<file path="src/rtl/rrf_alloc_if.sv">
// Dispatch/commit/flush bundle between the rename stage and the rrf_alloc tag allocator.
// master drives requests, commit info and flush; slave (the allocator) returns tags and status.
interface rrf_alloc_if #(
   parameter int RRF_SEL = 6
);
   logic               stall_dp_i;
   logic               req1_i;
   logic               req2_i;
   logic [1:0]         com_inst_num_i;
   logic [RRF_SEL-1:0] commit_ptr_i;
   logic               prmiss_i;
   logic [RRF_SEL-1:0] rrftag_fix_i;
   logic [RRF_SEL-1:0] dp1_addr_o;
   logic [RRF_SEL-1:0] dp2_addr_o;
   logic               allocatable_o;
   logic [RRF_SEL-1:0] rrfptr_o;
   logic               nextrrfcyc_o;
   logic [RRF_SEL:0]   freenum_o;

   modport master (
      output stall_dp_i, req1_i, req2_i, com_inst_num_i, commit_ptr_i, prmiss_i, rrftag_fix_i,
      input  dp1_addr_o, dp2_addr_o, allocatable_o, rrfptr_o, nextrrfcyc_o, freenum_o
   );

   modport slave (
      input  stall_dp_i, req1_i, req2_i, com_inst_num_i, commit_ptr_i, prmiss_i, rrftag_fix_i,
      output dp1_addr_o, dp2_addr_o, allocatable_o, rrfptr_o, nextrrfcyc_o, freenum_o
   );
endinterface

</file>
<file path="src/rtl/rrf_alloc.sv">
// Dual-dispatch ring-buffer tag allocator for rename-register/ROB entries with mispredict rewind.
// Optional stall statistics counter enabled by defining RRF_ALLOC_STATS_EN.
module rrf_alloc #(
   parameter int RRF_NUM = 64,
   parameter int RRF_SEL = 6
) (
   input  logic        clk,
   input  logic        reset,
   rrf_alloc_if.slave  bus
`ifdef RRF_ALLOC_STATS_EN
   ,
   output logic [31:0] alloc_stall_cnt_o
`endif
);

   localparam logic [RRF_SEL:0] LP_FULL = (RRF_SEL+1)'(RRF_NUM);

   logic [RRF_SEL-1:0] r_rrfptr;
   logic               r_nextrrfcyc;
   logic [RRF_SEL:0]   r_freenum;

   logic [1:0]         w_reqcnt;
   logic               w_allocatable;
   logic               w_alloc_go;
   logic [1:0]         w_alloc_amt;
   logic [RRF_SEL-1:0] w_ptr_add;
   logic               w_ptr_carry;
   logic [RRF_SEL+1:0] w_free_sum;
   logic [RRF_SEL:0]   w_free_nxt;
   logic [RRF_SEL-1:0] w_fix_used;
   logic [RRF_SEL:0]   w_fix_free;

   assign w_reqcnt      = {1'b0, bus.req1_i} + {1'b0, bus.req2_i};
   assign w_allocatable = r_freenum >= {{(RRF_SEL-1){1'b0}}, w_reqcnt};
   assign w_alloc_go    = (w_reqcnt != 2'd0) && w_allocatable && !bus.stall_dp_i && !bus.prmiss_i;
   assign w_alloc_amt   = w_alloc_go ? w_reqcnt : 2'd0;

   assign {w_ptr_carry, w_ptr_add} = {1'b0, r_rrfptr} + {{(RRF_SEL-1){1'b0}}, w_alloc_amt};

   // Illegal over-commit would overflow the count; clamp rather than wrap.
   assign w_free_sum = {1'b0, r_freenum} - {{RRF_SEL{1'b0}}, w_alloc_amt}
                     + {{RRF_SEL{1'b0}}, bus.com_inst_num_i};
   assign w_free_nxt = (w_free_sum > {1'b0, LP_FULL}) ? LP_FULL : w_free_sum[RRF_SEL:0];

   // Live entries after the flush are those between the post-commit head and the fix tag.
   assign w_fix_used = bus.rrftag_fix_i - bus.commit_ptr_i
                     - {{(RRF_SEL-2){1'b0}}, bus.com_inst_num_i};
   assign w_fix_free = LP_FULL - {1'b0, w_fix_used};

   always_ff @(posedge clk) begin
      if (reset) begin
         r_rrfptr     <= '0;
         r_nextrrfcyc <= 1'b0;
         r_freenum    <= LP_FULL;
      end else if (bus.prmiss_i) begin
         r_rrfptr     <= bus.rrftag_fix_i;
         r_nextrrfcyc <= r_nextrrfcyc ^ (bus.rrftag_fix_i > r_rrfptr);
         r_freenum    <= w_fix_free;
      end else begin
         r_rrfptr     <= w_ptr_add;
         r_nextrrfcyc <= r_nextrrfcyc ^ w_ptr_carry;
         r_freenum    <= w_free_nxt;
      end
   end

   assign bus.dp1_addr_o    = r_rrfptr;
   assign bus.dp2_addr_o    = bus.req1_i ? (r_rrfptr + RRF_SEL'(1)) : r_rrfptr;
   assign bus.allocatable_o = w_allocatable;
   assign bus.rrfptr_o      = r_rrfptr;
   assign bus.nextrrfcyc_o  = r_nextrrfcyc;
   assign bus.freenum_o     = r_freenum;

`ifdef RRF_ALLOC_STATS_EN
   logic [31:0] r_stall_cnt;

   always_ff @(posedge clk) begin
      if (reset) begin
         r_stall_cnt <= '0;
      end else if ((w_reqcnt != 2'd0) && !w_allocatable && !bus.prmiss_i) begin
         r_stall_cnt <= r_stall_cnt + 32'd1;
      end
   end

   assign alloc_stall_cnt_o = r_stall_cnt;
`endif

endmodule

</file>
<file path="src/flat_wrapper.sv">
// flat-port wrapper written by rule: the top's interface ports become plain ports
module rrf_alloc_flat 
#(
   parameter int RRF_NUM = 64,
   parameter int RRF_SEL = 6
)
  (clk, reset, bus_stall_dp_i, bus_req1_i, bus_req2_i, bus_com_inst_num_i, bus_commit_ptr_i, bus_prmiss_i, bus_rrftag_fix_i, bus_dp1_addr_o, bus_dp2_addr_o, bus_allocatable_o, bus_rrfptr_o, bus_nextrrfcyc_o, bus_freenum_o);
  rrf_alloc_if #(.RRF_SEL(RRF_SEL)) bus_i ();
  input  logic clk;
  input  logic reset;
  input wire logic [$bits(bus_i.stall_dp_i)-1:0] bus_stall_dp_i;
  input wire logic [$bits(bus_i.req1_i)-1:0] bus_req1_i;
  input wire logic [$bits(bus_i.req2_i)-1:0] bus_req2_i;
  input wire logic [$bits(bus_i.com_inst_num_i)-1:0] bus_com_inst_num_i;
  input wire logic [$bits(bus_i.commit_ptr_i)-1:0] bus_commit_ptr_i;
  input wire logic [$bits(bus_i.prmiss_i)-1:0] bus_prmiss_i;
  input wire logic [$bits(bus_i.rrftag_fix_i)-1:0] bus_rrftag_fix_i;
  output wire logic [$bits(bus_i.dp1_addr_o)-1:0] bus_dp1_addr_o;
  output wire logic [$bits(bus_i.dp2_addr_o)-1:0] bus_dp2_addr_o;
  output wire logic [$bits(bus_i.allocatable_o)-1:0] bus_allocatable_o;
  output wire logic [$bits(bus_i.rrfptr_o)-1:0] bus_rrfptr_o;
  output wire logic [$bits(bus_i.nextrrfcyc_o)-1:0] bus_nextrrfcyc_o;
  output wire logic [$bits(bus_i.freenum_o)-1:0] bus_freenum_o;
  assign bus_i.stall_dp_i = bus_stall_dp_i;
  assign bus_i.req1_i = bus_req1_i;
  assign bus_i.req2_i = bus_req2_i;
  assign bus_i.com_inst_num_i = bus_com_inst_num_i;
  assign bus_i.commit_ptr_i = bus_commit_ptr_i;
  assign bus_i.prmiss_i = bus_prmiss_i;
  assign bus_i.rrftag_fix_i = bus_rrftag_fix_i;
  assign bus_dp1_addr_o = bus_i.dp1_addr_o;
  assign bus_dp2_addr_o = bus_i.dp2_addr_o;
  assign bus_allocatable_o = bus_i.allocatable_o;
  assign bus_rrfptr_o = bus_i.rrfptr_o;
  assign bus_nextrrfcyc_o = bus_i.nextrrfcyc_o;
  assign bus_freenum_o = bus_i.freenum_o;
  rrf_alloc #(.RRF_NUM(RRF_NUM), .RRF_SEL(RRF_SEL)) u_core (.clk(clk), .reset(reset), .bus(bus_i));
endmodule
</file>
<file path="config.mk">
export PLATFORM = sky130hd
export DESIGN_NAME = rrf_alloc_flat
export DESIGN_NICKNAME = d
export VERILOG_FILES = /design/src/rtl/rrf_alloc_if.sv /design/src/rtl/rrf_alloc.sv /design/src/flat_wrapper.sv
export SDC_FILE = /design/constraint.sdc
export NUM_CORES = 1
export LEC_CHECK = 0
export CAP_MARGIN = 10
export CELL_PAD_IN_SITES_DETAIL_PLACEMENT = 1
export CELL_PAD_IN_SITES_GLOBAL_PLACEMENT = 1
export CORE_UTILIZATION = 39
export DETAILED_ROUTE_END_ITERATION = 10
export PLACE_DENSITY = 0.89
export SLEW_MARGIN = 20
export SYNTH_ARGS = -nofsm -noshare
export SYNTH_HDL_FRONTEND = slang
export SYNTH_SLANG_ARGS = --single-unit
</file>
<file path="constraint.sdc">
create_clock -name clk -period 10.1 [get_ports clk]
set_clock_uncertainty 0.15 [all_clocks]
set_input_delay 1.01 -clock clk [delete_from_list [all_inputs] [get_ports clk]]
set_output_delay 1.01 -clock clk [all_outputs]
set_load 0.05 [all_outputs]
</file>
run_1/port_trees.png
Scale bar: 20 µm.
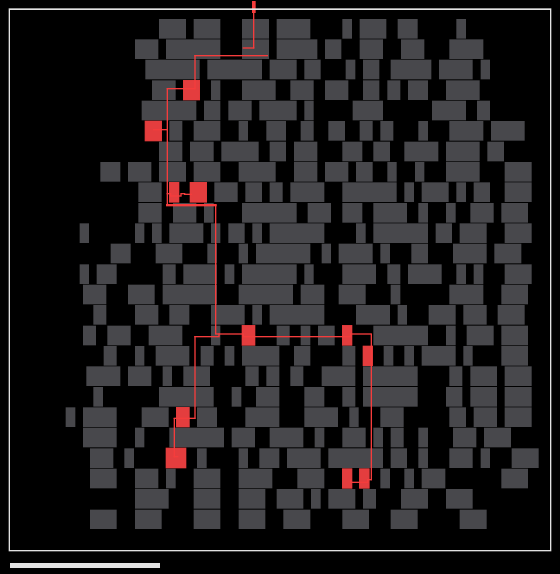
- red: `reset` (bits 1; direction input; end cells 11; wire 136 µm)
# port buffers: 46
top-level port count: 47

run_1/layers.png
Only two layers are drawn.
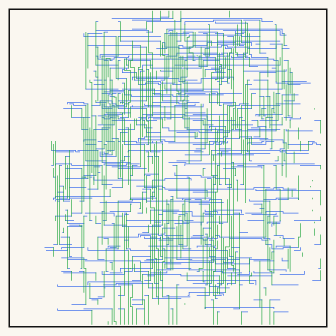
- blue: M1 (wire length 2490 µm)
- green: M2 (wire length 2640 µm)

==> notes.org, run 1 <==
#+TITLE: Implementation results

** Global routing
- Global-route track usage on met2 :: 37.6%
- The via count of the first global-routing pass came to 1811.
- The first global-routing pass estimated 8670 µm of wire.
- Leftover overflow at the end of global routing :: 0
- Number of antenna violations at the first check in global routing :: 0
- Maximum number of pins on one net before global-route repair :: 18
- Global routing put the most usage on met2.
- GR Util All Layers :: 21.9%
- met3 track demand over resource after global routing is 1.13%.

** Cells and area
- ANT cells :: 0
- The final layout report lists a filler cell count of 588.
- MI comb area :: 0.00142 mm²
- Final Net Count :: 334
- Storage element area :: 280 µm²

** Floorplan
- The floorplan has 25 rows.
- Core area :: 0.00472 mm²
- In the floorplan report the effective utilization is 40.3%.
- Vertical die dimension :: 71.9 µm
- Total die size :: 0.00516 mm²

** Critical path
- Critical path arrival :: 5.70 ns
- Start point of the critical path :: bus_req1_i
- STA classifies the critical path endpoint as a flop.
- Number of cell instances on the worst register-to-register path :: 17
- Crit path top cell by count :: sky130_fd_sc_hd__ha_1
- The data required time reported for the critical path is 10.14 ns.
- Reg2reg setup slack :: 5.69 ns
- Worst flop-to-flop path startpoint :: u_core.bus.freenum_o[3]
- Top fanout value on the critical path :: 8
- In this run the critical register-to-register path is captured at u_core.bus.freenum_o[1].
- On the critical path, the stage with the largest delay is an instance of sky130_fd_sc_hd__clkdlybuf4s50_1.
- Biggest cell delay along the critical path :: 0.61 ns
- End point of the critical path :: u_core.bus.freenum_o[1]
- Critical path cell sequence :: clkdlybuf4s50_1 -> inv_1 -> ha_1 -> ha_1 -> a41o_1 -> nand2_1 -> nand4_1 -> nor4b_1 -> and2_1 -> fa_1 -> inv_1 -> ha_1 -> a21o_1 -> a21o_1 -> a311oi_2 -> mux2i_1 -> and2_4 -> a22o_1

** Clock network
- The number of clock buffers added by TritonCTS is 3.
- Hold repair after CTS inserted 0 buffers.
- Clock tree from TritonCTS :: built
- Looking at the clock tree report, the maximum root-to-sink buffer count equals 2.
- Root buffer cell :: sky130_fd_sc_hd__clkbuf_8
- Post-CTS setup-driven buffer insertion count :: 0
- Insertion delay at the late pin of the worst-skew pair :: 0.25 ns

** Power and ir drop
- Power Density :: 265 mW/mm²
- PnR Total Power :: 645 µW

** Final timing
- The final timing report derives a shortest allowable period of 5.66 ns.
- Per the finish-stage timing summary, setup violations number 0.
- Share of the clock period used by the worst path :: 56.0%
- Per the final report, max-transition violations number 0.
- The pin closest to its max-slew limit shows a slew of 0.674 ns.
- The slew check shows that the tightest pin keeps a relative margin of 54.9%.
- Setup repair after global routing missed its margin :: false
- Setup TNS :: 0 ns
- Worst hold slack after final layout :: 0.410 ns

** Detailed routing
- First-pass DRT Iterations :: 4
- Via-to-Cell Ratio :: 5.22
- Wire length after detailed routing :: 5380 µm
- After the first detailed-routing iteration, the DRC count stood at 108.

** Yosys
- In this run, the synthesized area fraction spent on and/or/nand/nor cells is recorded as 19.2%.
- Yosys aoi share :: 15.3%
- Post-synthesis xor/xnor area fraction :: 10.6%
- The synthesized instance count is 234.
- Count of synthesis-stage warnings from yosys :: 0
- Syn Std Cell Area :: 0.00190 mm²
- Arithmetic-cell share of the synthesized area counting full adders, half adders and majority gates :: 28.3%
- Sequential share of the synthesized area :: 14.7%
- Synthesized area per cell :: 8.13 µm²
- For reference, the top logic cell family by area is adder cells.
- Summing all multiplexer cells gives an area fraction of 1.05%.
- After synthesis, the design contains 234 cells according to Yosys.

** Placement
- The congestion estimate from routability-driven global placement came to 0.780.
- DPL Wire Length :: 4300 µm

** Status
- Run status :: completed

** Job
- In this run the tools logged warnings totalling 32.
- The tool flagged a number of max-cap violations equal to 0.

** Hold path
- Hold Path Sink :: u_core.bus.nextrrfcyc_o
- HP Start :: u_core.bus.nextrrfcyc_o
run_1/clock_nets.png
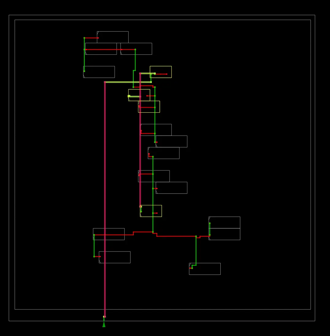
sequential cell count: 14
Clock group: 56.0 µW
CTS Sinks: 14

run_1/closeup.png
Window x 0 to 40, y 32 to 72 µm. Cells in grey, sequential cells in the stronger grey; small squares are vias.
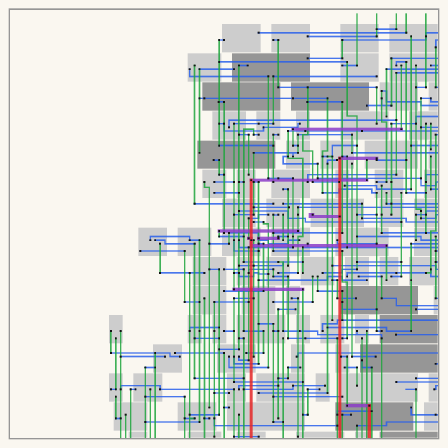
- red: M4
- purple: M3
- blue: M1
- green: M2
- sequential cells in the window: 8
- most frequent: inv_1 (8), dfxtp_1 (8)
- cells with their middle in the window: 73
- netlist names of flops here include: `u_core.bus.freenum_o` (7), `u_core.bus.dp1_addr_o` (1)

==> run 1: report_power, final <==
group          switching [µW]  internal, µW  total (µW)
logic                     301           200         501
registers                17.2          70.2        87.5
clock network            21.4          34.6        56.0
==> run 1: worst max-delay path, delay by kind of cell <==
family | cells | cell delay, ns
mux | 1 | 0.44
simple gates | 5 | 1.10
buf+inv | 3 | 0.80
fa+ha+maj | 4 | 1.25
compound gates | 5 | 1.09
==> run 1: per-layer routing <==
layer	part of all wire (%)	wire, µm	up-vias
met2	49	2640	42
li1	-	-	874
met1	46	2490	851
met4	2.2	116	0
met3	2.5	133	7
met5	0	0	-
==> run 1: cell type report <==
class | instances | share of cell area [%]
inverters | 38 | 5.85
multi-input cells | 171 | 58.1
flip-flops and latches | 14 | 11.5
clock buffers | 4 | 2.26
repair buffers | 46 | 18.9
well taps | 67 | 3.44
==> run 1: sequential cells by signal, summed over array words and instances, names as in the netlist <==
signal                   flops
u_core.bus.nextrrfcyc_o      1
u_core.bus.dp1_addr_o        6
u_core.bus.freenum_o         7
==> run 1: stage by stage <==
stage / utilization [%] / instances / cell area (µm²) / worst slack, ns
2_1_floorplan: - / 234 / 1900 / 4.73
3_3_place_gp: 50.4 / 336 / 2380 / 4.52
3_5_place_dp: 50.4 / 336 / 2380 / 4.31
4_1_cts: 51.6 / 340 / 2440 / 4.47
5_1_grt: 51.6 / 340 / 2440 / 4.17
6_report: 51.6 / 340 / 2440 / 4.44
==> run 1: synthesized netlist by cell type, drive strengths merged <==
| cell | number | area, µm² |
|---|---|---|
| mux2i | 2 | 20.0 |
| a21oi | 11 | 55.1 |
| o21a | 2 | 15.0 |
| a2111o | 1 | 11.3 |
| o2111ai | 1 | 8.76 |
| nand2b | 2 | 12.5 |
| a311oi | 1 | 15.0 |
| ha | 35 | 438 |
| nand2 | 10 | 37.5 |
| a41o | 1 | 10.0 |
| clkbuf | 4 | 15.0 |
| nor3 | 5 | 25.0 |
| nand4 | 5 | 31.3 |
| and3b | 2 | 17.5 |
| o41ai | 1 | 8.76 |
| a21o | 4 | 30.0 |
| and3 | 1 | 6.26 |
| nor2b | 5 | 31.3 |
| a22o | 3 | 26.3 |
| xor2 | 8 | 70.1 |
| o311ai | 1 | 8.76 |
| or3 | 6 | 37.5 |
| nor4bb | 1 | 10.0 |
| fa | 5 | 100 |
| o21bai | 1 | 7.51 |
| nand3 | 3 | 15.0 |
| dfxtp | 14 | 280 |
| nor2 | 16 | 60.1 |
| xnor2 | 15 | 131 |
| nor4 | 1 | 6.26 |
| or2 | 1 | 6.26 |
| a211oi | 2 | 15.0 |
| nor4b | 2 | 17.5 |
| a221oi | 1 | 8.76 |
| o21ai | 5 | 25.0 |
| a32o | 3 | 30.0 |
| or4 | 1 | 7.51 |
| buf | 7 | 50.0 |
| a2111oi | 1 | 15.0 |
| inv | 38 | 143 |
| nor3b | 3 | 22.5 |
| and2 | 3 | 21.3 |
==> run 2: changes to the inputs <==
CORE_UTILIZATION = 37   (was 39)
PLACE_DENSITY = 0.85   (was 0.89)
clock period = 5.8 ns   (was 10.1 ns; I/O delays follow)
run_2/port_trees.png
Scale bar: 20 µm.
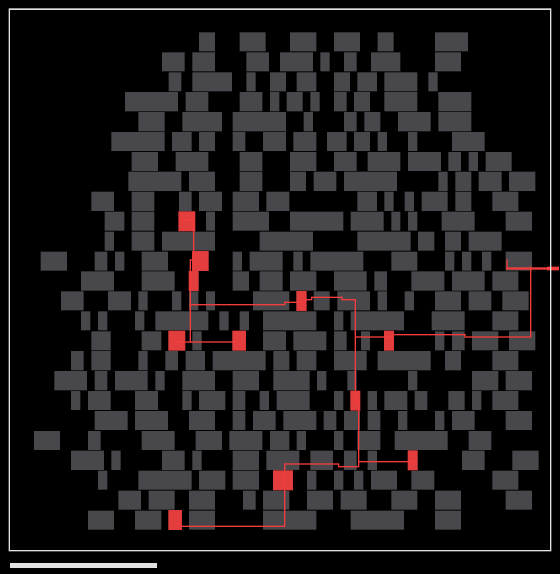
- red: `reset` (bits 1; direction input; end cells 11; wire 158 µm)

==> notes.org, run 2 <==
#+TITLE: Implementation results

** Yosys
- The sequential share of the synthesized area came to 14.7% (unchanged).
- Synthesized area per cell :: 8.13 µm² (unchanged)
- Among all cell types in the netlist, the one instantiated most often is sky130_fd_sc_hd__inv_1.
- Count of synthesis-stage warnings from yosys :: 0 (unchanged)
- Cell types with the highest counts after synthesis :: 38 x sky130_fd_sc_hd__inv_1, 35 x sky130_fd_sc_hd__ha_1, 16 x sky130_fd_sc_hd__nor2_1
- Most area-hungry cell type in the Yosys netlist :: sky130_fd_sc_hd__ha_1
- Flip-flops with a built-in enable :: 0 (unchanged)
- The cell total in the yosys stat output came to 234 (unchanged).
- The share of the synthesized area in the top cell type was 23.0% (unchanged).

** Job
- Number of OpenROAD warnings :: 32 (unchanged)

** Global routing
- The maximum number of pins on one net before global-route repair was 18 (unchanged).
- The wire length of the first global-routing pass is 8690 µm (+0.24%).

** Final timing
- Worst hold slack after final layout :: 0.446 ns (+0.0353 ns)
- Minimum clock period :: 5.06 ns
- Headroom to the max-slew limit :: 55.3% (+0.39 points)
- The final-layout setup total negative slack came to 0 ns (unchanged).

** Clock network
- The clock tree buffer depth came to 2 (unchanged).
- # hold bufs at CTS :: 0 (unchanged)
- The clock net sink count is 14 (unchanged).

** Floorplan
- The floorplan core density came to 39.3% (-1.0 points).
- The floorplan row count came to 25 (unchanged).
- The area of the die is 0.00543 mm² (+5.2%).

** Placement
- DPL Wire Length :: 4430 µm (+2.9%)
- Routability congestion estimate :: 0.866 (+11%)
- # port buffers :: 46 (unchanged)
- Placed instance area :: 0.00238 mm² (unchanged)

** Detailed routing
- Initial DRC Count :: 80 (-26%)
- First-pass DRT Iterations :: 4 (unchanged)
- Wire length after detailed routing :: 5270 µm (-2.0%)

** Critical path
- The worst-case reg-to-reg path depth is 17 (unchanged).
- Req. time, crit path :: 5.84 ns (-4.30 ns)
- The peak fanout along the critical path came to 8 (unchanged).

** Power and ir drop
- The internal power summed over all cells is 516 µW (+69%).
- Logic pwr share :: 78.6% (+0.8 points)

** Status
- Run status :: completed
[run 2: cell families (layout without fill, tap and decap cells)]
family / Yosys count / in the layout / synth area share (%)
mux: 2 / 2 / 1.05
xor+xnor: 23 / 23 / 10.6
buf+inv: 49 / 87 / 10.9
flops: 14 / 14 / 14.7
simple gates: 67 / 67 / 19.2
fa+ha+maj: 40 / 40 / 28.3
compound gates: 39 / 39 / 15.3
[run 2: path summary, 6_finish.rpt]
check | slack [ns] | end | from
worst max-delay path | 0.74 | u_core.bus.freenum_o[2] | bus_req1_i
worst min register to register | 0.45 | u_core.bus.nextrrfcyc_o | u_core.bus.nextrrfcyc_o
worst min-delay path | 0.45 | u_core.bus.nextrrfcyc_o | u_core.bus.nextrrfcyc_o
worst max register to register | 1.49 | u_core.bus.freenum_o[2] | u_core.bus.freenum_o[3]
[run 2: area by class of cell]
cell class              instances  area, µm²
fillers                       586       2420
flip-flops and latches         14        280
inverters                      38        143
multi-input cells             171       1420
repair buffers                 46        460
clock buffers                   3       41.3
well taps                      67       83.8
[run 2: power groups by stage]
stage                     clock (µW)  combinational [µW]  sequential [µW]
after global placement             0                 816              155
after floorplan                    0                 542              232
after global routing            86.5                 933              157
after detailed placement           0                 845              155
after CTS                       83.3                 855              153
final                           81.5                 860              153
[run 2: through the flow]
stage,instances,worst slack [ns],power [µW],util (%)
2_1_floorplan,234,0.857,774,-
3_3_place_gp,336,0.648,971,49.1
3_5_place_dp,336,0.517,1000,49.1
4_1_cts,339,0.744,1090,50.0
5_1_grt,339,0.372,1180,50.0
6_report,339,0.740,1090,50.0
[run 2: routing by layer]
layer	vias up	wire, µm	share of wire, %	track usage [%]
li1	872	-	-	-
met1	869	2570	49	28.1
met2	28	2560	48	35.4
met3	2	119	2.3	2.06
met4	0	27	0.51	5.13
met5	-	0	0	0
[run 2: worst register-to-register path, cell delays in order, from the launching register on]
cell and delay [ns]:
sky130_fd_sc_hd__dfxtp_1 0.39, sky130_fd_sc_hd__inv_1 0.12, sky130_fd_sc_hd__ha_1 0.22, sky130_fd_sc_hd__nor2b_1 0.13, sky130_fd_sc_hd__a41o_1 0.19, sky130_fd_sc_hd__nand2_1 0.06, sky130_fd_sc_hd__nand4_1 0.10, sky130_fd_sc_hd__nor4b_1 0.18
sky130_fd_sc_hd__and2_1 0.23, sky130_fd_sc_hd__fa_1 0.48, sky130_fd_sc_hd__inv_1 0.07, sky130_fd_sc_hd__fa_1 0.44, sky130_fd_sc_hd__and3b_1 0.23, sky130_fd_sc_hd__or3_1 0.33, sky130_fd_sc_hd__xnor2_1 0.16, sky130_fd_sc_hd__o41ai_1 0.40
sky130_fd_sc_hd__and2_4 0.22, sky130_fd_sc_hd__a22o_1 0.14
==> run 3: changes to the inputs <==
REMOVE_ABC_BUFFERS = 1   (was unset)
run_3/clock_nets.png
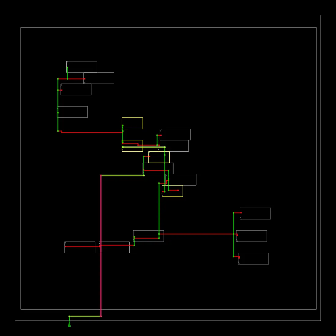
Clock group: 95.4 µW
insertion delay at the late pin of the worst-skew pair: 0.24 ns
TritonCTS buffer count: 3

==> notes.org, run 3 <==
#+TITLE: Implementation results

** Status
- Run status :: completed

** Detailed routing
- The routed length on met2 is 2660 µm (+4.0%).
- Detailed-route wire length on metal 1 :: 2450 µm (-4.7%)
- Signal nets in the final route climb as high as met4.
- The wire length after detailed routing came to 5390 µm (+2.2%).
- Average wire length per cell after detail routing :: 15.8 µm
- First-pass DRT Iterations :: 4 (unchanged)
- After detailed routing, the number of remaining DRC violations is 0.
- Met3 routed WL :: 138 µm (+16%)
- Initial DRC Count :: 66 (-18%)

** Final timing
- The end-of-flow timing check tallies setup violations at 0.
- Per the final timing report, the hold violations number 0.
- Share of the clock period used by the worst path :: 89.3%
- Headroom to the max-slew limit :: 65.4% (+10 points)
- Final-report max-slew violation count :: 0
- Setup TNS :: 0 ns (unchanged)
- Setup repair after global routing left no endpoint under its margin.
- Minimum clock period :: 5.18 ns (+0.120 ns)

** Critical path
- Reg2reg setup slack :: 1.49 ns (about the same)
- Top fanout value on the critical path :: 8 (unchanged)
- Req. time, crit path :: 5.83 ns (about the same)
- OpenSTA lists the critical path startpoint as bus_req1_i.
- Kind of start point of the critical path :: input port
- The worst-case reg-to-reg path depth was 17 (unchanged).
- Critical path arrival :: 5.21 ns
- In this run the critical register-to-register path is captured at u_core.bus.freenum_o[2].
- The launch point of the worst register-to-register path is recorded as u_core.bus.freenum_o[4].
- For reference, the critical path is captured by u_core.bus.freenum_o[2].

** Yosys
- The synthesis run shows the most used standard cells to be 38 x sky130_fd_sc_hd__inv_1, 35 x sky130_fd_sc_hd__ha_1, 16 x sky130_fd_sc_hd__nor2_1.
- The average cell area after synthesis is 8.13 µm² (unchanged).
- The number of flops mapped to enable cells by yosys came to 0 (unchanged).
- Distinct lib cells :: 44
- The synthesized instance count is 234.
- In the post-synthesis netlist, the cell with the most instances is sky130_fd_sc_hd__inv_1.
- The sequential share of the synthesized area came to 14.7% (unchanged).
- The share of the synthesized area in the top cell type was 23.0% (unchanged).
- The main area contributors are sky130_fd_sc_hd__ha_1 23%, sky130_fd_sc_hd__dfxtp_1 15%, sky130_fd_sc_hd__inv_1 7.5%, sky130_fd_sc_hd__xnor2_1 6.9%, sky130_fd_sc_hd__fa_1 5.3%.
- The cell total in the yosys stat output came to 234 (unchanged).
- The number of warnings printed during yosys synthesis came to 0 (unchanged).
- The post-synth register bit count is 14.
- Looking at area per cell type in the netlist, the leader is sky130_fd_sc_hd__ha_1.

** Cells and area
- Area added between synthesis and finish :: 28.5%
- With fillers left out, the area of the finished cells amounts to 0.00244 mm².
- For this run, the post-layout net count is 335.

** Power and ir drop
- The leakage power in the latest report is 0.00107 µW.
- Total power normalized to cell area comes to 454 mW/mm².

** Clock network
- Root buffer cell :: sky130_fd_sc_hd__clkbuf_8
- CTS H-Tree Depth :: 1
- Clock transition time at the flip-flop clock pins of the worst setup and hold paths :: 0.06 ns
- The clock net sink count was 14 (unchanged).
- The number of setup buffers added after CTS is 0.
- # hold bufs at CTS :: 0 (unchanged)
- The clock tree buffer depth was 2 (unchanged).

** Placement
- The total placed instance area was 0.00239 mm² (+0.32%).
- DPL Wire Length :: 4480 µm (+1.2%)
- The final weighted congestion in routability-driven placement came to 0.845 (-2.5%).
- The number of port buffers came to 46 (unchanged).

** Floorplan
- Top-level port count :: 47
- Vertical die dimension :: 73.7 µm
- The total area inside the core boundary comes to 0.00485 mm².
- Total die size :: 0.00543 mm² (unchanged)
- Count of standard-cell rows :: 25 (unchanged)
- The floorplan core density is 39.3% (unchanged).
- Measured along the x axis, the die boundary spans 73.7 µm.

** Global routing
- Wire length of the first global-routing pass :: 9180 µm (+5.7%)
- Recorded from the global router log, the overflow total was 0.
- Vias in the first global route :: 1905
- Number of antenna violations at the first check in global routing :: 0
- The maximum number of pins on one net before global-route repair was 18 (unchanged).

** Job
- The number of warnings in the stage logs is 31 (-3.1%).
run 3: cell types whose count changed in the layout (fill, tap and decap cells not counted):
cell,previous run,this run
sky130_fd_sc_hd__buf_4,0,1
sky130_fd_sc_hd__clkbuf_8,3,4
run 3: layout make-up:
class,count,area [µm²]
fillers,608,2400
flip-flops and latches,14,280
multi-input cells,171,1420
repair buffers,47,468
clock buffers,4,55.1
well taps,67,83.8
inverters,38,143
run 3: metal layers:
| layer | global-route usage (%) | up-vias |
|---|---|---|
| li1 | - | 873 |
| met1 | 28.0 | 866 |
| met2 | 38.4 | 36 |
| met3 | 2.47 | 10 |
| met4 | 8.33 | 0 |
| met5 | 0 | - |
run 3: cell families after synthesis:
| group | count (synthesis) | share of synthesized area (%) |
|---|---|---|
| buffers and inverters | 49 | 10.9 |
| AND-OR/OR-AND | 39 | 15.3 |
| AND/OR/NAND/NOR | 67 | 19.2 |
| adder cells (fa/ha/maj) | 40 | 28.3 |
| XOR/XNOR | 23 | 10.6 |
| multiplexers | 2 | 1.05 |
| flip-flops | 14 | 14.7 |
run 3: worst min-delay path by stage:
stage / from / endpoint / slack [ns] / cells after the start
3_5_place_dp: u_core.bus.nextrrfcyc_o / u_core.bus.nextrrfcyc_o / 0.40 / 2
2_1_floorplan: reset / u_core.bus.dp1_addr_o[2] / 0.50 / 1
6_report: u_core.bus.nextrrfcyc_o / u_core.bus.nextrrfcyc_o / 0.41 / 2
5_1_grt: u_core.bus.nextrrfcyc_o / u_core.bus.nextrrfcyc_o / 0.43 / 2
3_3_place_gp: u_core.bus.nextrrfcyc_o / u_core.bus.nextrrfcyc_o / 0.38 / 2
4_1_cts: u_core.bus.nextrrfcyc_o / u_core.bus.nextrrfcyc_o / 0.41 / 2
run 3: power breakdown:
group / leakage (µW) / switching, µW / internal [µW]
logic: 0.000921 / 514 / 351
registers: 0.000116 / 27.1 / 122
clock network: 0.0000288 / 35.4 / 60.1
run 3: critical path, stage by stage:
cell and delay [ns]:
sky130_fd_sc_hd__clkdlybuf4s50_1 0.63, sky130_fd_sc_hd__inv_1 0.08, sky130_fd_sc_hd__ha_1 0.30, sky130_fd_sc_hd__ha_1 0.29
sky130_fd_sc_hd__a41o_1 0.19, sky130_fd_sc_hd__nand2_1 0.06, sky130_fd_sc_hd__nand4_1 0.10, sky130_fd_sc_hd__nor4b_1 0.39
sky130_fd_sc_hd__and2_1 0.24, sky130_fd_sc_hd__fa_1 0.43, sky130_fd_sc_hd__inv_1 0.12, sky130_fd_sc_hd__ha_1 0.25
sky130_fd_sc_hd__a21o_1 0.21, sky130_fd_sc_hd__a21o_1 0.23, sky130_fd_sc_hd__a311oi_2 0.35, sky130_fd_sc_hd__mux2i_1 0.40
sky130_fd_sc_hd__and2_4 0.23, sky130_fd_sc_hd__a22o_1 0.15
run 3: through the flow:
stage                     utilization, %  total power (µW)  instances  hold WS [ns]  setup WS, ns
after detailed placement            49.3               998        337         0.401         0.473
final                               50.4              1110        341         0.413         0.619
after floorplan                        -               765        223         0.499         0.860
after global placement              49.3               970        337         0.376         0.672
after CTS                           50.4              1110        341         0.412         0.636
after global routing                50.4              1200        341         0.429         0.290

==> gallery <==
Sequential cells grouped by signal name.
Scale bar: 20 µm.
picture 1
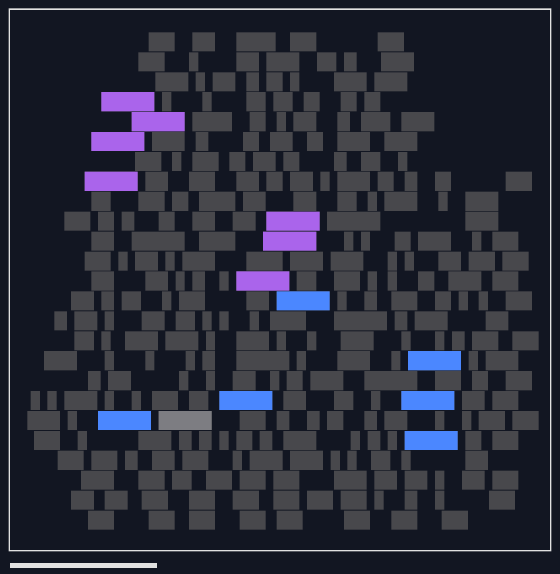
picture 2
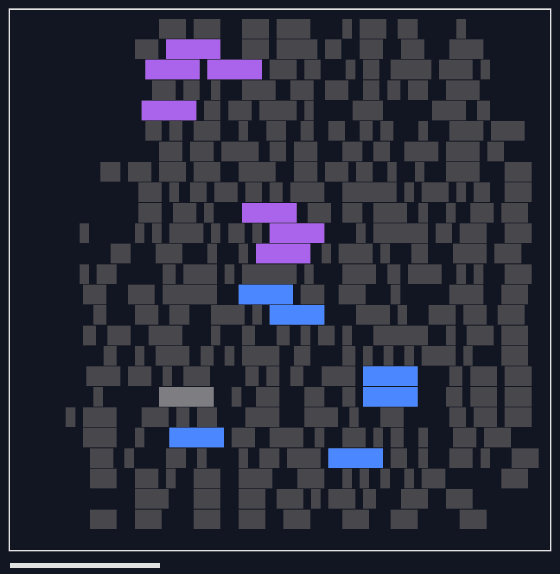
picture 3
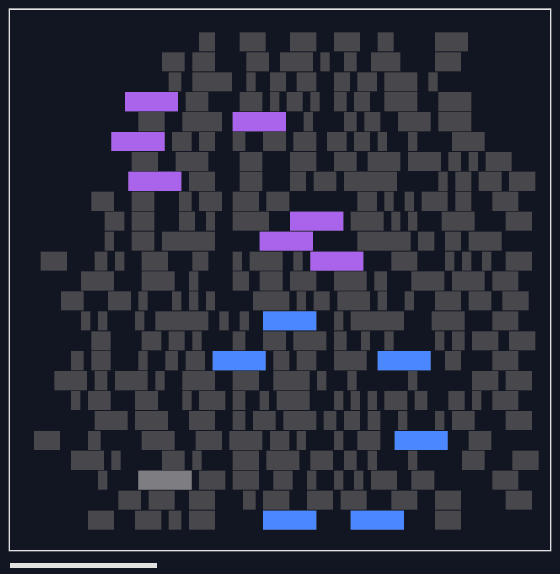
picture 3: run 2
picture 1: run 3
picture 2: run 1

Key to picture 2:
- blue: `u_core.bus.dp1_addr_o` (placed flops 6)
- purple: `u_core.bus.freenum_o` (placed flops 7; where top middle)

Power is estimated from default activity; no workload was simulated.
